$ cat src/rtl/cue_shot_controller.sv
// cue_shot_controller
// Aims and charges a cue shot while the cue ball is at rest, then issues a
// single-cycle velocity write carrying the launch vector. All outputs are
// registered; the only feedback from the ball is ballStopped.
module cue_shot_controller #(
  parameter int unsigned MAX_POWER      = 200,
  parameter int unsigned CHARGE_STEP    = 4,
  parameter int unsigned LAUNCH_TIMEOUT = 8
) (
  input  logic               clk,
  input  logic               resetN,
  input  logic               startOfFrame,
  input  logic               ballStopped,
  input  logic               aimLeft,
  input  logic               aimRight,
  input  logic               shootBtn,
  output logic               velocityWriteEnable,
  output logic signed [10:0] outVelocityX,
  output logic signed [10:0] outVelocityY,
  output logic [3:0]         aimIndex,
  output logic [7:0]         power,
  output logic [7:0]         shotCount,
  output logic [2:0]         state
);

  localparam int unsigned TW = (LAUNCH_TIMEOUT > 1) ? $clog2(LAUNCH_TIMEOUT) : 1;
  localparam logic [TW-1:0] TIMER_LAST = TW'(LAUNCH_TIMEOUT - 1);

  typedef enum logic [2:0] {
    WAIT_STOP = 3'd0,
    AIM       = 3'd1,
    CHARGE    = 3'd2,
    FIRE      = 3'd3,
    LAUNCH    = 3'd4
  } state_t;

  state_t cur_state, nxt_state;

  logic [TW-1:0]      timer_q, timer_d;
  logic [3:0]         aim_d;
  logic [7:0]         power_d, count_d;
  logic               we_d;
  logic signed [10:0] vx_d, vy_d;

  logic [8:0]         charge_sum;
  logic signed [8:0]  power_s;
  logic signed [7:0]  cos_v, sin_v;
  logic signed [16:0] prod_x, prod_y, adj_x, adj_y;

  // Q6 cosine for the 16 aim directions (22.5 degree steps)
  function automatic logic signed [7:0] cos_q6(input logic [3:0] k);
    case (k)
      4'd0:    cos_q6 =  8'sd64;
      4'd1:    cos_q6 =  8'sd59;
      4'd2:    cos_q6 =  8'sd45;
      4'd3:    cos_q6 =  8'sd24;
      4'd4:    cos_q6 =  8'sd0;
      4'd5:    cos_q6 = -8'sd24;
      4'd6:    cos_q6 = -8'sd45;
      4'd7:    cos_q6 = -8'sd59;
      4'd8:    cos_q6 = -8'sd64;
      4'd9:    cos_q6 = -8'sd59;
      4'd10:   cos_q6 = -8'sd45;
      4'd11:   cos_q6 = -8'sd24;
      4'd12:   cos_q6 =  8'sd0;
      4'd13:   cos_q6 =  8'sd24;
      4'd14:   cos_q6 =  8'sd45;
      default: cos_q6 =  8'sd59;
    endcase
  endfunction

  // State register
  always_ff @(posedge clk or posedge resetN) begin
    if (resetN) cur_state <= WAIT_STOP;
    else        cur_state <= nxt_state;
  end

  // Next-state logic; losing ballStopped in AIM/CHARGE/LAUNCH always wins
  always_comb begin
    nxt_state = cur_state;
    case (cur_state)
      WAIT_STOP: if (startOfFrame && ballStopped) nxt_state = AIM;
      AIM: begin
        if (!ballStopped)                   nxt_state = WAIT_STOP;
        else if (startOfFrame && shootBtn)  nxt_state = CHARGE;
      end
      CHARGE: begin
        if (!ballStopped)                   nxt_state = WAIT_STOP;
        else if (startOfFrame && !shootBtn) nxt_state = (power == 8'd0) ? AIM : FIRE;
      end
      FIRE:   nxt_state = LAUNCH;
      LAUNCH: begin
        if (!ballStopped)                   nxt_state = WAIT_STOP;
        else if (startOfFrame && timer_q == TIMER_LAST) nxt_state = WAIT_STOP;
      end
      default: nxt_state = WAIT_STOP;
    endcase
  end

  // Launch vector: power x Q6 table, divided by 64 truncating toward zero
  always_comb begin
    power_s = $signed({1'b0, power});
    cos_v   = cos_q6(aimIndex);
    sin_v   = cos_q6(aimIndex + 4'd12);
    prod_x  = 17'(power_s) * 17'(cos_v);
    prod_y  = 17'(power_s) * 17'(sin_v);
    // bias negatives by 63 so the arithmetic shift rounds toward zero
    adj_x   = prod_x + (prod_x[16] ? 17'sd63 : 17'sd0);
    adj_y   = prod_y + (prod_y[16] ? 17'sd63 : 17'sd0);
    vx_d    = 11'(adj_x >>> 6);
    vy_d    = 11'(adj_y >>> 6);
  end

  // Output/datapath next values per state
  always_comb begin
    aim_d      = aimIndex;
    power_d    = power;
    count_d    = shotCount;
    timer_d    = timer_q;
    we_d       = 1'b0;
    charge_sum = {1'b0, power} + 9'(CHARGE_STEP);
    case (cur_state)
      AIM: begin
        if (!ballStopped) begin
          power_d = '0;
        end else if (startOfFrame) begin
          if (aimRight && !aimLeft)      aim_d = aimIndex + 4'd1;
          else if (aimLeft && !aimRight) aim_d = aimIndex - 4'd1;
          if (shootBtn) power_d = '0;
        end
      end
      CHARGE: begin
        if (!ballStopped) begin
          power_d = '0;
        end else if (startOfFrame && shootBtn) begin
          power_d = (charge_sum >= 9'(MAX_POWER)) ? 8'(MAX_POWER) : charge_sum[7:0];
        end
      end
      FIRE: begin
        we_d    = 1'b1;
        count_d = shotCount + 8'd1;
        power_d = '0;
        timer_d = '0;
      end
      LAUNCH: begin
        if (!ballStopped) begin
          timer_d = '0;
        end else if (startOfFrame) begin
          timer_d = (timer_q == TIMER_LAST) ? '0 : timer_q + 1'b1;
        end
      end
      default: ;
    endcase
  end

  // Registered outputs; velocity only loads on the FIRE cycle and is held after
  always_ff @(posedge clk or posedge resetN) begin
    if (resetN) begin
      aimIndex            <= '0;
      power               <= '0;
      shotCount           <= '0;
      timer_q             <= '0;
      velocityWriteEnable <= 1'b0;
      outVelocityX        <= '0;
      outVelocityY        <= '0;
    end else begin
      aimIndex            <= aim_d;
      power               <= power_d;
      shotCount           <= count_d;
      timer_q             <= timer_d;
      velocityWriteEnable <= we_d;
      if (cur_state == FIRE) begin
        outVelocityX <= vx_d;
        outVelocityY <= vy_d;
      end
    end
  end

  assign state = cur_state;

endmodule

$ cat config.mk
export PLATFORM = sky130hd
export DESIGN_NAME = cue_shot_controller
export DESIGN_NICKNAME = d
export VERILOG_FILES = /design/src/rtl/cue_shot_controller.sv
export SDC_FILE = /design/constraint.sdc
export NUM_CORES = 1
export LEC_CHECK = 0
export CELL_PAD_IN_SITES_DETAIL_PLACEMENT = 0
export CELL_PAD_IN_SITES_GLOBAL_PLACEMENT = 1
export CORE_MARGIN = 2
export CORE_UTILIZATION = 30
export DETAILED_ROUTE_END_ITERATION = 10
export GPL_ROUTABILITY_DRIVEN = 0
export GPL_TIMING_DRIVEN = 0
export MAX_ROUTING_LAYER = met4
export PLACE_DENSITY = 0.56
export SLEW_MARGIN = 20
export SYNTH_ARGS = -nofsm -noshare
export SYNTH_HDL_FRONTEND = slang
export SYNTH_SLANG_ARGS = --single-unit
$ cat constraint.sdc
create_clock -name clk -period 8.3 [get_ports clk]
set_input_delay 1.245 -clock clk [delete_from_list [all_inputs] [get_ports clk]]
set_output_delay 1.245 -clock clk [all_outputs]
set_load 0.005 [all_outputs]
Figure 1. Clock routing (run 1).
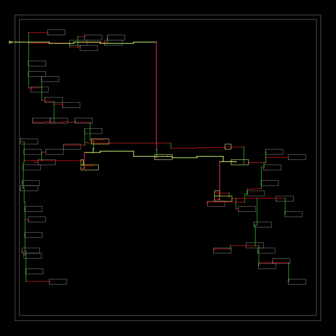
CTS sink cnt: 47
clk_buf instances: 6
total CTS buffers: 5
Clk Latency, worst-skew pair: 310 ps

Figure 2. Sequential cells grouped by signal name (run 1).
The bar under the picture is 50 um long.
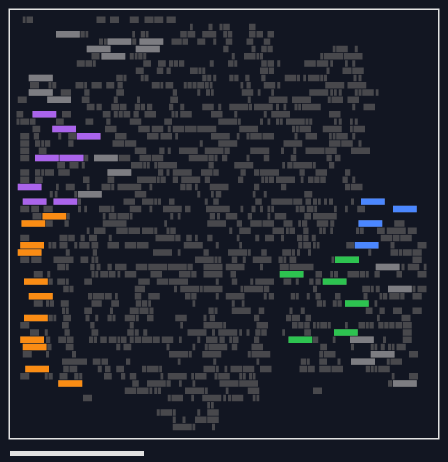
| netlist name | colour | flops |
|---|---|---|
| outVelocityY | orange | 11 |
| shotCount | purple | 8 |
| aimIndex | blue | 4 |
| power | green | 6 |
Post-Route Utilization: 35.0%
share of cell area taken by flip-flops and latches: 14.0%
Sequential cell area: 1180 um^2
total sequential power: 354 uW

==> summary.txt, run 1 <==
Implementation results are summarized by area below.

Synth
The sequential fraction of the synthesis area is 16.1%. Each instance of the synthesized netlist takes up on average 8.66 um^2. The post-synthesis cell count from yosys is 844. The gate count of the mapped netlist is 844.

The number of warning messages in the yosys log is 0. The flop and latch count out of synthesis is 47. The Yosys chip area is 7310 um^2. The post-synthesis instance area is 7310 um^2. The post-synth count of flops with an enable pin is 0.

The fraction of registers with async set or reset after synthesis is 100%. The number of distinct library cell variants in the gate-level netlist after synthesis is 67. The dominant register cell in the synthesized netlist is sky130_fd_sc_hd__dfrtp_1.

Setup path
The logic depth of the worst register-to-register path is 23. The worst setup path is launched from a register. The endpoint identified for the worst register-to-register timing path is outVelocityY[10]. The launching point of the worst reg2reg path is aimIndex[0]. OpenSTA lists the critical path endpoint as outVelocityY[10]. The slowest stage of the critical path belongs to the cell sky130_fd_sc_hd__dfrtp_1. Walking the worst path, the cells encountered are inv_1, ha_1, mux2i_1, a21oi_1, and2_1, fa_1, inv_1, fa_1, inv_1, fa_1, inv_1, fa_1, inv_1, ha_1, buf_4, o21a_1, o31a_1, o211ai_2, a21oi_1, o2111ai_4, nor4_4, a211oi_1, a21o_1.

Among cell families on the critical path, the largest total delay comes from adder cells. The maximum fanout count along the critical path is 10. STA classifies the critical path endpoint as a register. The data arrival time at the worst-slack endpoint is 7000 ps.

The required time reported for the critical path endpoint is 8490 ps. The setup check on the worst reg-to-reg path leaves a slack of 1490 ps. The logic depth of the worst path, buffers included is 23. The buffers plus inverters on the worst setup path is 6. For this run, the slowest stage of the critical path takes 610 ps. The most used cell along the critical path is sky130_fd_sc_hd__inv_1. According to the timing report, the critical path is launched from aimIndex[0].

The kind of critical path is reg2reg.

Clocking
The number of hold buffers added after CTS was 0. The clock tree buffer depth is 2. The register clock-pin slew on the reported worst setup and hold paths is 80 ps.

In this run, post-CTS repair resized a total of 0 instances. TritonCTS built the clock tree. The H-tree depth is 2. In this run the post-CTS setup repair buffer count came out at 0. The root buffer cell is sky130_fd_sc_hd__clkbuf_16.

Finish
The post-layout net count is 1,098. The final cell count without fillers is 1,244. Counting the fill cells in the layout gives 2,635. The total area of multi-input combinational cells is 5590 um^2. 0 antenna diodes ended up in the layout. The top cell type in the final layout, fill and taps aside, is sky130_fd_sc_hd__inv_1. The top cell types in the final layout, fill and taps aside, are sky130_fd_sc_hd__inv_1, sky130_fd_sc_hd__ha_1, sky130_fd_sc_hd__nand2_1, sky130_fd_sc_hd__fa_1, sky130_fd_sc_hd__nor2_1. The fraction of layout instances using a drive strength above 1 is 4.78%.

Hold path
The path class of the tightest hold or removal check is reg2reg. The count of cells along the worst hold path is 1.

Floorplanning
The total I/O pin count is 53. The overall die width is 160 um. The vertical die dimension is 160 um. The core region is 24,100 um^2. The die area is 25,600 um^2.

The number of standard-cell rows in the floorplan is 57. At the floorplan stage, the core utilization is reported as 30.3%.

Timing
The worst path in the final design needs a cycle of 6810 ps, including I/O delays and setup. In the final timing run, aggregate negative setup slack is 0 ps. In the final report, the number of pins over their slew limit comes to 0.

Setup repair after global routing left no endpoint under its margin. The worst relative slew slack is 30.3%. In the final report, the number of hold violations comes to 0. Clock skew on the completed layout was measured at 12.4 ps. The measured slew at the worst slew-check pin is 1030 ps.

The total of endpoints with negative setup slack in the final report is 0. For this run, the top clock speed supported by timing is 0.147 GHz. The post-layout period usage of the worst path is 82.0%.

Route
The number of detailed-routing iterations run before antenna repair is 4. The vias per cell is 4.57. Per the post-route antenna check, the number of violating nets is 0.

The wire length recorded after detailed routing is 17.9 mm. The number of remaining DRC errors is 0. Per the log, the first TritonRoute iteration ended with a DRC count of 218. The total vias in the final route is 5,685. For this sky-water flow run, the detailed-routed wirelength per cell is reported as 14.4 um.

Power and ir drop
The worst-case IR drop observed on VDD is 0.162 mV. The leakage component of the power is 3.99 nW. Per the summary, power density relative to cell area is 286 nW/um^2.

Placement
The detailed placement HPWL is 14.0 mm. The cell count after placement is 1,236. The post-place setup slack is 1420 ps. The placement report lists the number of port buffers as 50.

Run status
The flow ran to the end, and the final reports show no timing, DRC or antenna violations.

GRT
The initial antenna violation count was 0. The via count of the first global-routing pass is 6,068. The largest net degree at the start of global routing is 48. The first global-routing pass estimated 31.5 mm of wire.

The global-route congestion overflow total is 0. The overall fraction of global-route tracks in use is 15.5%.

Flow run
Per the run summary, max-cap violations total 0. The logs give a warning total of 44.
Figure 3. Cell sizes after repair (run 1).
The bar under the picture is 50 um long.
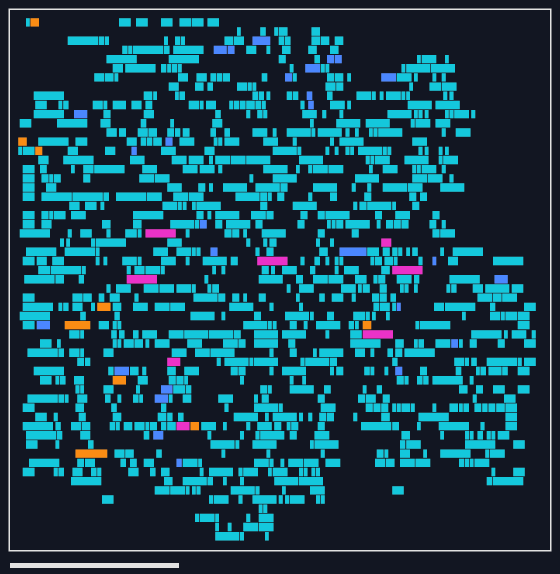
| size | colour | cells | share |
|---|---|---|---|
| x2 | blue | 27 | 2.9% |
| x3 and x4 | orange | 9 | 0.98% |
| x1 and smaller | cyan | 876 | 95% |
| x6 and larger | magenta | 8 | 0.87% |
slack of the critical path: 1490 ps
number of non-clock buffers in the layout: 80
total non-filler cell area in the finished layout: 8430 um^2
Area growth syn-to-layout: 15.3%

Figure 4. Signal wires by layer (run 1).
The bar under the picture is 50 um long.
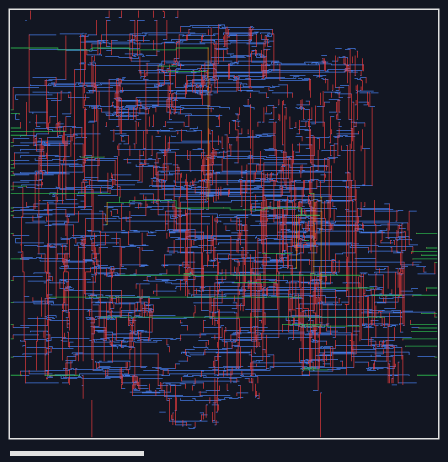
| layer | colour | wire length |
|---|---|---|
| M4 | orange | 148 um |
| M1 | blue | 9,290 um |
| M3 | green | 825 um |
| M2 | red | 7,610 um |

run 1: cells by family (layout without fill, tap and decap cells):
kind of cell	Yosys count	count (layout)	synth area share [%]
compound gates	129	129	11.6
xor+xnor	48	48	5.75
fa+ha+maj	172	172	36.5
buf+inv	153	211	8.29
flops	47	47	16.1
mux	9	9	1.46
other cells	2	20	0.103
simple gates	284	284	20.2
run 1: how the worst min path moves through the flow:
stage	slack (ps)	start	to
6_report	480	shotCount[7]	shotCount[7]
3_5_place_dp	470	shotCount[7]	shotCount[7]
5_1_grt	500	shotCount[7]	shotCount[7]
3_3_place_gp	460	outVelocityX[2]	outVelocityX[2]
2_1_floorplan	450	timer_q[1]	timer_q[1]
4_1_cts	480	shotCount[7]	shotCount[7]
run 1: final cells by class:
| class | count | share of cell area, % |
|---|---|---|
| Buffer | 30 | 1.71 |
| Clock buffer | 6 | 1.53 |
| Clock inverter | 2 | 0.193 |
| Inverter | 123 | 5.51 |
| Multi-Input combinational cell | 662 | 66.4 |
| Sequential cell | 47 | 14.0 |
| Tap cell | 324 | 4.81 |
| Timing Repair Buffer | 50 | 5.94 |
run 1: synth_stat cells, types with 7 or more instances:
cell	number	area (um^2)
sky130_fd_sc_hd__nor3_1	12	60.1
sky130_fd_sc_hd__clkbuf_1	18	67.6
sky130_fd_sc_hd__dfrtp_1	47	1180
sky130_fd_sc_hd__and2_1	41	257
sky130_fd_sc_hd__fa_1	69	1380
sky130_fd_sc_hd__nor3b_1	9	67.6
sky130_fd_sc_hd__xor2_1	12	105
sky130_fd_sc_hd__a21oi_1	25	125
sky130_fd_sc_hd__a211oi_1	7	52.6
sky130_fd_sc_hd__nor2_1	63	236
sky130_fd_sc_hd__a31oi_1	7	43.8
sky130_fd_sc_hd__nor2b_1	24	150
sky130_fd_sc_hd__xnor2_1	36	315
sky130_fd_sc_hd__or2_2	9	56.3
sky130_fd_sc_hd__ha_1	103	1290
sky130_fd_sc_hd__inv_1	120	450
sky130_fd_sc_hd__nand2b_1	13	81.3
sky130_fd_sc_hd__o21ai_0	42	210
sky130_fd_sc_hd__nand3_1	9	45.0
sky130_fd_sc_hd__nand2_1	72	270
run 1: power by group:
group	total, mW	leakage [nW]	internal [mW]	switching [mW]
Clock	0.216	0.0675	0.113	0.102
Combinational	1.84	3.34	0.785	1.06
Sequential	0.354	0.583	0.293	0.0609
Total	2.41	3.99	1.19	1.22
run 1: registers in the layout, summed over array words and instances (netlist names):
| name | cells |
|---|---|
| aimIndex | 4 |
| outVelocityX | 11 |
| outVelocityY | 11 |
| power | 6 |
| shotCount | 8 |
| state | 3 |
| timer_q | 3 |
| velocityWriteEnable | 1 |
run 1: through the flow:
stage | power (mW) | instance area [um^2] | hold slack (ps)
after floorplan | 1.71 | 7370 | 454
after global placement | 2.23 | 8280 | 463
after detailed placement | 2.21 | 8280 | 466
after CTS | 2.45 | 8430 | 484
after global routing | 2.73 | 8430 | 498
final | 2.41 | 8430 | 481
run 1: metal layers:
layer	track usage (%)	wire, um	up-vias
met5	-	0	-
met2	23.2	7610	89
met1	22.8	9290	2706
li1	-	-	2880
met3	2.05	825	10
met4	2.13	148	0
## Run 2: what changed since run 1
--- a/config.mk
+++ b/config.mk
@@ -13,7 +13,7 @@
 export GPL_ROUTABILITY_DRIVEN = 0
 export GPL_TIMING_DRIVEN = 0
 export MAX_ROUTING_LAYER = met4
-export PLACE_DENSITY = 0.56
+export PLACE_DENSITY = 0.58
 export SLEW_MARGIN = 20
 export SYNTH_ARGS = -nofsm -noshare
 export SYNTH_HDL_FRONTEND = slang
==> constraint.sdc (replaced) <==
create_clock -name clk -period 5.95 [get_ports clk]
set_input_delay 0.8925 -clock clk [delete_from_list [all_inputs] [get_ports clk]]
set_output_delay 0.8925 -clock clk [all_outputs]
set_load 0.005 [all_outputs]
Figure 5. Signal wires by layer (run 2).
The bar under the picture is 50 um long.
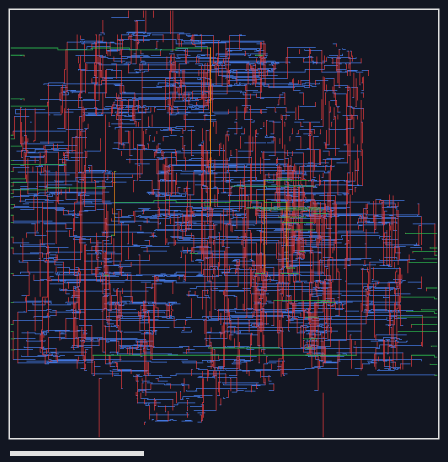
| layer | colour | wire length |
|---|---|---|
| M4 | orange | 142 um |
| M1 | blue | 9,600 um |
| M3 | green | 710 um |
| M2 | red | 8,270 um |

==> summary.txt, run 2 <==
Implementation results are summarized by area below.

Clocking
The CTS tree is done. The clock insertion delay at the later pin of the skew report is 300 ps. In this run the number of H-tree levels came out at 2.

In this run the deepest clock path goes through 2 buffers. The register clock-pin slew on the reported worst setup and hold paths is 70 ps. The TritonCTS sink count is 47. The number of clock buffers inserted by TritonCTS is 5.

The cell sitting at the root of the clock tree is a sky130_fd_sc_hd__clkbuf_16.

Floorplanning
The total I/O pin count is 53. The overall die width is 160 um. The total area inside the core boundary comes to 24,100 um^2. The die area is 25,600 um^2. The starting density of the core is 30.3%. The number of standard-cell rows in the floorplan is 57. Measured along the y axis, the die boundary spans 160 um.

Route
The DRC violation total left in the routed layout is recorded as 0. The total vias in the final route is 5,918. The remaining antenna violation count is 0. The wire length recorded after detailed routing is 18.7 mm.

After detailed routing, the number of vias per cell comes to 4.62. The per-cell routed wire length is 14.6 um. The initial detailed-routing violation count is 229. The number of detailed-routing iterations run before antenna repair is 4.

Finish
The utilization after layout is 38.8%. The library cells used most frequently in the layout, excluding fill and tap cells, are sky130_fd_sc_hd__inv_1, sky130_fd_sc_hd__ha_1, sky130_fd_sc_hd__nand2_1, sky130_fd_sc_hd__fa_1, sky130_fd_sc_hd__nor2_1. Of the cells placed in the final design, the portion with a size suffix greater than 1 is 18.3%. The layout filler cell count is 2,524. Per the cell usage report, the commonest logic cell in the layout is sky130_fd_sc_hd__inv_1. The final design instance area without fill is 9360 um^2. The post-layout net count is 1,136. In the final layout, the registers with the most flip-flops are outVelocityX (11), outVelocityY (11), shotCount (8). The layout overhead on the synthesized area is 28.0%.

The repair_antennas step left the layout with diodes totalling 0.

Setup path
The startpoint identified for the worst register-to-register timing path is aimIndex[1]. The worst setup path is captured at a register. The critical path endpoint has a required time of 6140 ps.

Looking at the critical path, the single cell with the biggest stage delay is sky130_fd_sc_hd__fa_1. Max fanout on the critical path was recorded as 9. The worst register-to-register path has a setup slack of 160 ps. The capture point of the worst register-to-register path is recorded as outVelocityY[7]. The kind of cell with the highest combined delay along the critical path is adder cells. The buffers plus inverters on the worst setup path is 7. The data arrival time at the worst-slack endpoint is 5980 ps. The largest stage delay on the critical path is 540 ps.

The critical path startpoint is aimIndex[1]. The logic depth of the worst path, buffers included is 24. Looking at the setup timing report, the critical path kind is reg2reg. The logic depth of the worst register-to-register path is 24. The capturing instance or port of the critical path is outVelocityY[7]. The type of origin of the critical path is a register. The critical path goes through buf_4, ha_4, nand2_4, and3_4, a21oi_4, and2_1, fa_1, inv_1, fa_1, inv_1, fa_1, inv_1, fa_1, inv_1, ha_1, buf_6, or3_4, o211ai_4, and3_4, o2111ai_4, buf_4, nor2_1, xnor2_1, mux2_2.

Synth
The library cell with the highest instance count after synthesis is sky130_fd_sc_hd__inv_1. The gate count of the mapped netlist is 844. Warnings reported by Yosys during synthesis add up to 0. The dominant register cell in the synthesized netlist is sky130_fd_sc_hd__dfrtp_1. In the Yosys report the total cell count is 844.

The count of flip-flops with a built-in enable after synthesis is 0. The post-synthesis instance area is 7310 um^2. The number of distinct library cell variants in the gate-level netlist after synthesis is 67. After synthesis, the mean cell area works out to 8.66 um^2. The area fraction of the largest cell type after synthesis is 18.9%. Per the synth stats, the proportion of register bits with asynchronous set or reset is 100%. After synthesis the netlist holds a flip-flop and latch count of 47. Sequential cells were found to cover 16.1% of the synthesized design area. The Yosys chip area is 7310 um^2. After synthesis, the cell types taking the most area are sky130_fd_sc_hd__fa_1, sky130_fd_sc_hd__ha_1, sky130_fd_sc_hd__dfrtp_1, sky130_fd_sc_hd__inv_1, sky130_fd_sc_hd__xnor2_1.

The cell type that accounts for the most area after synthesis is sky130_fd_sc_hd__fa_1. For reference, the top cells by count after synthesis are sky130_fd_sc_hd__inv_1, sky130_fd_sc_hd__ha_1, sky130_fd_sc_hd__nand2_1.

Placement
Once detailed placement completed, the half-perimeter wirelength came to 13.9 mm. Buffers placed on the I/O ports in this run total 50. The total placed instance area is 8290 um^2. The post-place setup slack is -946 ps.

Power and ir drop
The fraction of power consumed by sequential logic is 11.3%. The power after layout is 4.32 mW. The leakage component of the power is 4.30 nW. The clock network is responsible for 7.0% of the overall power.

The power per standard cell area is 462 nW/um^2. The power report shows net switching accounting for 48.1% of the total. The highest supply drop recorded on VDD is 0.227 mV. The internal power is 2.24 mW. The combinational cell fraction of total power is 81.7%. For this design the total switching power over the nets is 2.08 mW.

GRT
Entering global routing, the biggest net connects 48 pins. The initial antenna violation count is 0. For this run the aggregate overflow at the end of global routing stands at 0. The via count of the first global-routing pass was 6,045. The global-route wire length before repair is 31.1 mm.

The overall fraction of global-route tracks in use is 15.4%.

Timing
In the post-route analysis, the smallest setup slack over all paths is 165 ps. The final critical path time including I/O delays and setup is 5790 ps. Endpoints with negative setup slack in the final report add up to 0.

Per the slew report, the remaining headroom to the max-slew limit stands at 52.7%. Per the final timing report, the hold violations number 0. The final critical path takes up 97.2% of the cycle. The measured slew at the worst slew-check pin is 709 ps. Per the final report, max-transition violations number 0. For the final database, setup skew stands at 3.75 ps. The maximum operating frequency is 0.173 GHz.

Hold path
The path class of the tightest hold or removal check is reg2reg. Counting instances, the worst hold path has a depth of 1.

Flow run
Max-cap violations in this run came to 0. The tool warning count for the run is 44.

Run status
The flow ran to the end, and the final reports show no timing, DRC or antenna violations.
## run 2: through the flow
| step | hold slack [ps] | instances | TNS [ps] |
|---|---|---|---|
| floorplan | 454 | 862 | 0 |
| global placement | 465 | 1236 | -14300 |
| detailed placement | 468 | 1236 | -13940 |
| CTS | 482 | 1256 | 0 |
| global route | 510 | 1282 | -91.8 |
| finish | 477 | 1282 | 0 |
## run 2: worst min path at each step
stage / endpoint / slack, ps / startpoint
after floorplan: timer_q[1] / 450 / timer_q[1]
after global placement: outVelocityY[10] / 460 / outVelocityY[10]
after detailed placement: shotCount[7] / 470 / shotCount[7]
after CTS: shotCount[7] / 480 / shotCount[7]
after global routing: shotCount[7] / 510 / shotCount[7]
final: shotCount[7] / 480 / shotCount[7]
## run 2: power groups by stage
stage	Sequential, mW	Combinational, mW	Clock [mW]
2_1_floorplan	0.492	1.90	0
3_3_place_gp	0.501	2.62	0
3_5_place_dp	0.500	2.59	0
4_1_cts	0.485	2.95	0.314
5_1_grt	0.504	3.91	0.328
6_report	0.489	3.53	0.301
## run 2: cell type report
class	instances	area [um^2]	share of cell area, %
clock inverter	2	16.3	0.174
buffer	28	180	1.93
clock buffer	6	129	1.38
tap	324	405	4.33
inverter	123	478	5.11
multi-input combinational	662	6160	65.8
timing repair buffer	90	808	8.64
sequential	47	1180	12.6
## run 2: metal layers
metal	global-route usage (%)	wire [um]
met3	2.13	709
met1	22.3	9600
met2	23.4	8270
met4	2.21	142
met5	-	0
## run 2: cells by family after synthesis
group                    share of synthesized area, %
AND/OR/NAND/NOR                                  20.2
adder cells (fa/ha/maj)                          36.5
buffers and inverters                            8.29
AND-OR/OR-AND                                    11.6
XOR/XNOR                                         5.75
flip-flops                                       16.1
multiplexers                                     1.46
other                                           0.103
## run 2: worst reg2reg max path, stage by stage (launching register included)
cell                        delay, ps
sky130_fd_sc_hd__dfrtp_2          460
sky130_fd_sc_hd__buf_4            170
sky130_fd_sc_hd__ha_4             190
sky130_fd_sc_hd__nand2_4          100
sky130_fd_sc_hd__and3_4           210
sky130_fd_sc_hd__a21oi_4           30
sky130_fd_sc_hd__and2_1           170
sky130_fd_sc_hd__fa_1             480
sky130_fd_sc_hd__inv_1             60
sky130_fd_sc_hd__fa_1             540
sky130_fd_sc_hd__inv_1             60
sky130_fd_sc_hd__fa_1             540
sky130_fd_sc_hd__inv_1             50
sky130_fd_sc_hd__fa_1             480
sky130_fd_sc_hd__inv_1             40
sky130_fd_sc_hd__ha_1             190
sky130_fd_sc_hd__buf_6            140
sky130_fd_sc_hd__or3_4            400
sky130_fd_sc_hd__o211ai_4         240
sky130_fd_sc_hd__and3_4           260
sky130_fd_sc_hd__o2111ai_4        190
sky130_fd_sc_hd__buf_4            200
sky130_fd_sc_hd__nor2_1           120
sky130_fd_sc_hd__xnor2_1           80
sky130_fd_sc_hd__mux2_2           270
## run 2: what timing repair did
action	in CTS	in global routing
endpoints found under the setup margin	22	20
hold buffers	0	0
endpoints found under the hold margin	0	0
gates resized	58	86
pin swaps	6	37
gates cloned	0	0
setup buffers	13	27
## Run 3: what changed since run 2
--- a/config.mk
+++ b/config.mk
@@ -7,7 +7,7 @@
 export LEC_CHECK = 0
 export CELL_PAD_IN_SITES_DETAIL_PLACEMENT = 0
 export CELL_PAD_IN_SITES_GLOBAL_PLACEMENT = 1
-export CORE_MARGIN = 2
+export CORE_MARGIN = 3
 export CORE_UTILIZATION = 30
 export DETAILED_ROUTE_END_ITERATION = 10
 export GPL_ROUTABILITY_DRIVEN = 0
Figure 6. Nets reached from selected ports (run 3).
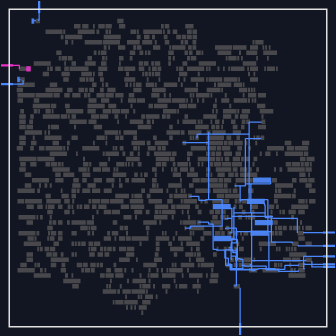
| port | colour | direction | end cells | buffers | wire |
|---|---|---|---|---|---|
| power | blue | output | 8 | 8 | 847 um |
| resetN | magenta | input | 1 | 1 | 6.70 um |
count of buffers inserted at the top-level ports: 50
I/O pin count: 53

==> summary.txt, run 3 <==
Implementation results are summarized by area below.

Timing
The total of endpoints with negative setup slack in the final report is 0. The final timing report lists a hold violation count of 0. Setup repair after global routing could not meet its margin everywhere. In the finished design, the share of the clock period the worst path needs comes to 97.1%.

The final critical path time including I/O delays and setup is 5770 ps. The worst relative slew slack is 52.4%. Looking at the max-slew report, the worst-margin pin has a slew of 714 ps. The maximum operating frequency is 0.173 GHz.

The total count of max-transition violations in the final report is 0. The tightest hold path in the finished design has a slack of 477 ps.

Synth
In this run, the synthesized area fraction spent on and/or/nand/nor cells is recorded as 20.2%. The post-synthesis cell type with the largest combined area is sky130_fd_sc_hd__fa_1. The post-synthesis instance area is 7310 um^2. The gate count of the mapped netlist is 844. Grouping non-sequential cells by family puts the most area in adder cells. The synthesis stat section lists a flop and latch total of 47.

Summing the areas of all fa, ha and maj instances in the mapped netlist gives 36.5% of the synthesized area. The fraction of registers with async set or reset after synthesis is 100%. The share of the synthesized area in the top cell type is 18.9%. Dividing the synthesized area by the synthesized cell count gives 8.66 um^2. Sorting the synthesized cells by area gives the leading types as sky130_fd_sc_hd__fa_1, sky130_fd_sc_hd__ha_1, sky130_fd_sc_hd__dfrtp_1, sky130_fd_sc_hd__inv_1, sky130_fd_sc_hd__xnor2_1. Among all cell types in the netlist, the one instantiated most often is sky130_fd_sc_hd__inv_1. The number of warning messages in the yosys log is 0.

The Yosys chip area is 7310 um^2. After synthesis, the most frequently instantiated cells are sky130_fd_sc_hd__inv_1, sky130_fd_sc_hd__ha_1, sky130_fd_sc_hd__nand2_1. The count of flip-flops with a built-in enable after synthesis is 0. Per Yosys stat, the portion of area used by sequential elements is 16.1%. The commonest register cell is sky130_fd_sc_hd__dfrtp_1.

Finish
The final design instance area without fill is 9300 um^2. The largest registers in the layout are outVelocityX (11), outVelocityY (11), shotCount (8). The final layout contains 1,138 nets. The fraction of layout instances using a drive strength above 1 is 17.7%.

The layout overhead on the synthesized area is 27.3%. Ranking logic cells in the layout by count gives the top entries sky130_fd_sc_hd__inv_1, sky130_fd_sc_hd__ha_1, sky130_fd_sc_hd__nand2_1, sky130_fd_sc_hd__fa_1, sky130_fd_sc_hd__nor2_1. The utilization after layout is 39.3%. The most common cell after layout, fill and taps aside is sky130_fd_sc_hd__inv_1. Excluding fillers, the count of instances in the completed layout stands at 1,279.

Route
In the final routed layout, each cell accounts on average for 15.2 um. In this run the remaining antenna-violating nets after routing total 0. After detailed routing, the number of vias per cell comes to 4.71. The number of detailed-routing iterations run before antenna repair is 5. Detailed-route iteration 0 reported a violation count of 249. Per the detail_route report, DRC violations left total 0.

Floorplanning
The starting density of the core is 30.9%. The vertical die dimension is 162 um. The core region area is 23,700 um^2. The number of standard-cell rows in the floorplan is 56.

Placement
The detailed placement HPWL is 14.1 mm. The cell count after placement is 1,231. After detailed placement, the total cell area comes to 8280 um^2.

GRT
The global-route congestion overflow total is 0. The via count of the first global-routing pass is 6,218. The initial antenna violation count came to 0. Entering global routing, the biggest net connects 48 pins.

Power and ir drop
The power after layout is 4.28 mW. The maximum vdd ir drop is 0.237 mV. The report lists the power per cell area as 460 nW/um^2. The leakage component of the power is 4.31 nW.

Clocking
The number of clock buffers inserted by TritonCTS is 5. TritonCTS built the clock tree. The clock insertion delay at the later pin of the skew report is 320 ps. In the CTS report, the clock slew at the register clock pins of the worst setup and hold paths is listed as 80 ps. The clock tree buffer depth is 2. For this design, the CTS-stage hold fixing added 0 buffers. The TritonCTS sink count is 47.

Flow run
The warning total across the stage logs is 45.

Setup path
The type of origin of the critical path is a register. STA puts the critical path data required time at 6150 ps. The kind of end point of the critical path is a register. The data arrival time at the worst-slack endpoint is 5970 ps. The kind of critical path is reg2reg.

Run status
The run finished with clean final reports.
-- run 3: cell types whose count changed in the layout (fill, tap and decap cells not counted), sizes merged --
cell    delta
inv        +2
clkbuf     +1
clkinv     -1
-- run 3: per-stage QoR --
stage                     setup TNS, ps  setup WS, ps
after global placement           -13930          -874
after floorplan                       0          50.0
after CTS                             0          2.78
final                                 0           175
after global routing               -118         -42.4
after detailed placement         -13500          -840
-- run 3: path summary, 6_finish.rpt --
kind / from / to / slack (ps) / cells after the start
min reg2reg: shotCount[7] / shotCount[7] / 480 / 1
max reg2reg: aimIndex[0] / outVelocityY[10] / 180 / 22
max in group asynchronous: resetN / aimIndex[1] / 4430 / 2
min: shotCount[7] / shotCount[7] / 480 / 1
max: aimIndex[0] / outVelocityY[10] / 180 / 22
min in group asynchronous: resetN / outVelocityX[4] / 1020 / 2
-- run 3: repair_timing --
action                                  CTS  global route
cloned                                    0             0
endpoints found under the hold margin     0             0
pin swaps                                 7            25
setup buffers                            20            21
endpoints found under the setup margin   22            21
resized                                  57            75
-- run 3: critical path: stages (launching register included) --
cell	delay, ps
sky130_fd_sc_hd__dfrtp_2	480
sky130_fd_sc_hd__buf_6	150
sky130_fd_sc_hd__ha_4	170
sky130_fd_sc_hd__mux2i_4	190
sky130_fd_sc_hd__nor2_2	90
sky130_fd_sc_hd__a21oi_4	170
sky130_fd_sc_hd__nand2b_1	150
sky130_fd_sc_hd__fa_2	450
sky130_fd_sc_hd__fa_1	490
sky130_fd_sc_hd__inv_1	60
sky130_fd_sc_hd__fa_1	530
sky130_fd_sc_hd__inv_1	60
sky130_fd_sc_hd__fa_1	570
sky130_fd_sc_hd__inv_1	60
sky130_fd_sc_hd__ha_1	350
sky130_fd_sc_hd__o21a_1	200
sky130_fd_sc_hd__o31a_1	150
sky130_fd_sc_hd__o211ai_4	230
sky130_fd_sc_hd__and3_4	250
sky130_fd_sc_hd__o2111ai_4	210
sky130_fd_sc_hd__nor4_4	380
sky130_fd_sc_hd__a211oi_2	110
sky130_fd_sc_hd__a21o_1	160
-- run 3: logic make-up (layout without fill, tap and decap cells) --
| family | count (synthesis) | in the layout |
|---|---|---|
| compound gates | 129 | 129 |
| xor+xnor | 48 | 48 |
| fa+ha+maj | 172 | 172 |
| buf+inv | 153 | 251 |
| flops | 47 | 47 |
| mux | 9 | 9 |
| other cells | 2 | 20 |
| simple gates | 284 | 284 |
-- run 3: per-layer routing --
metal | GRT usage, % | part of all wire, %
met5 | - | 0
met4 | 2.56 | 1.4
met3 | 2.37 | 3.7
met2 | 24.0 | 44
met1 | 22.3 | 51
-- run 3: power by group --
part	internal [mW]	switching, mW
registers	0.410	0.0780
logic	1.64	1.83
clock network	0.162	0.164
-- run 3: area by class of cell --
class | count | area [um^2]
fillers | 2523 | 14400
multi-input cells | 662 | 6100
flip-flops and latches | 47 | 1180
repair buffers | 91 | 823
inverters | 123 | 473
well taps | 319 | 399
plain buffers | 29 | 179
clock buffers | 5 | 125
clock inverters | 3 | 27.5
Power and IR drop assume default switching activity.
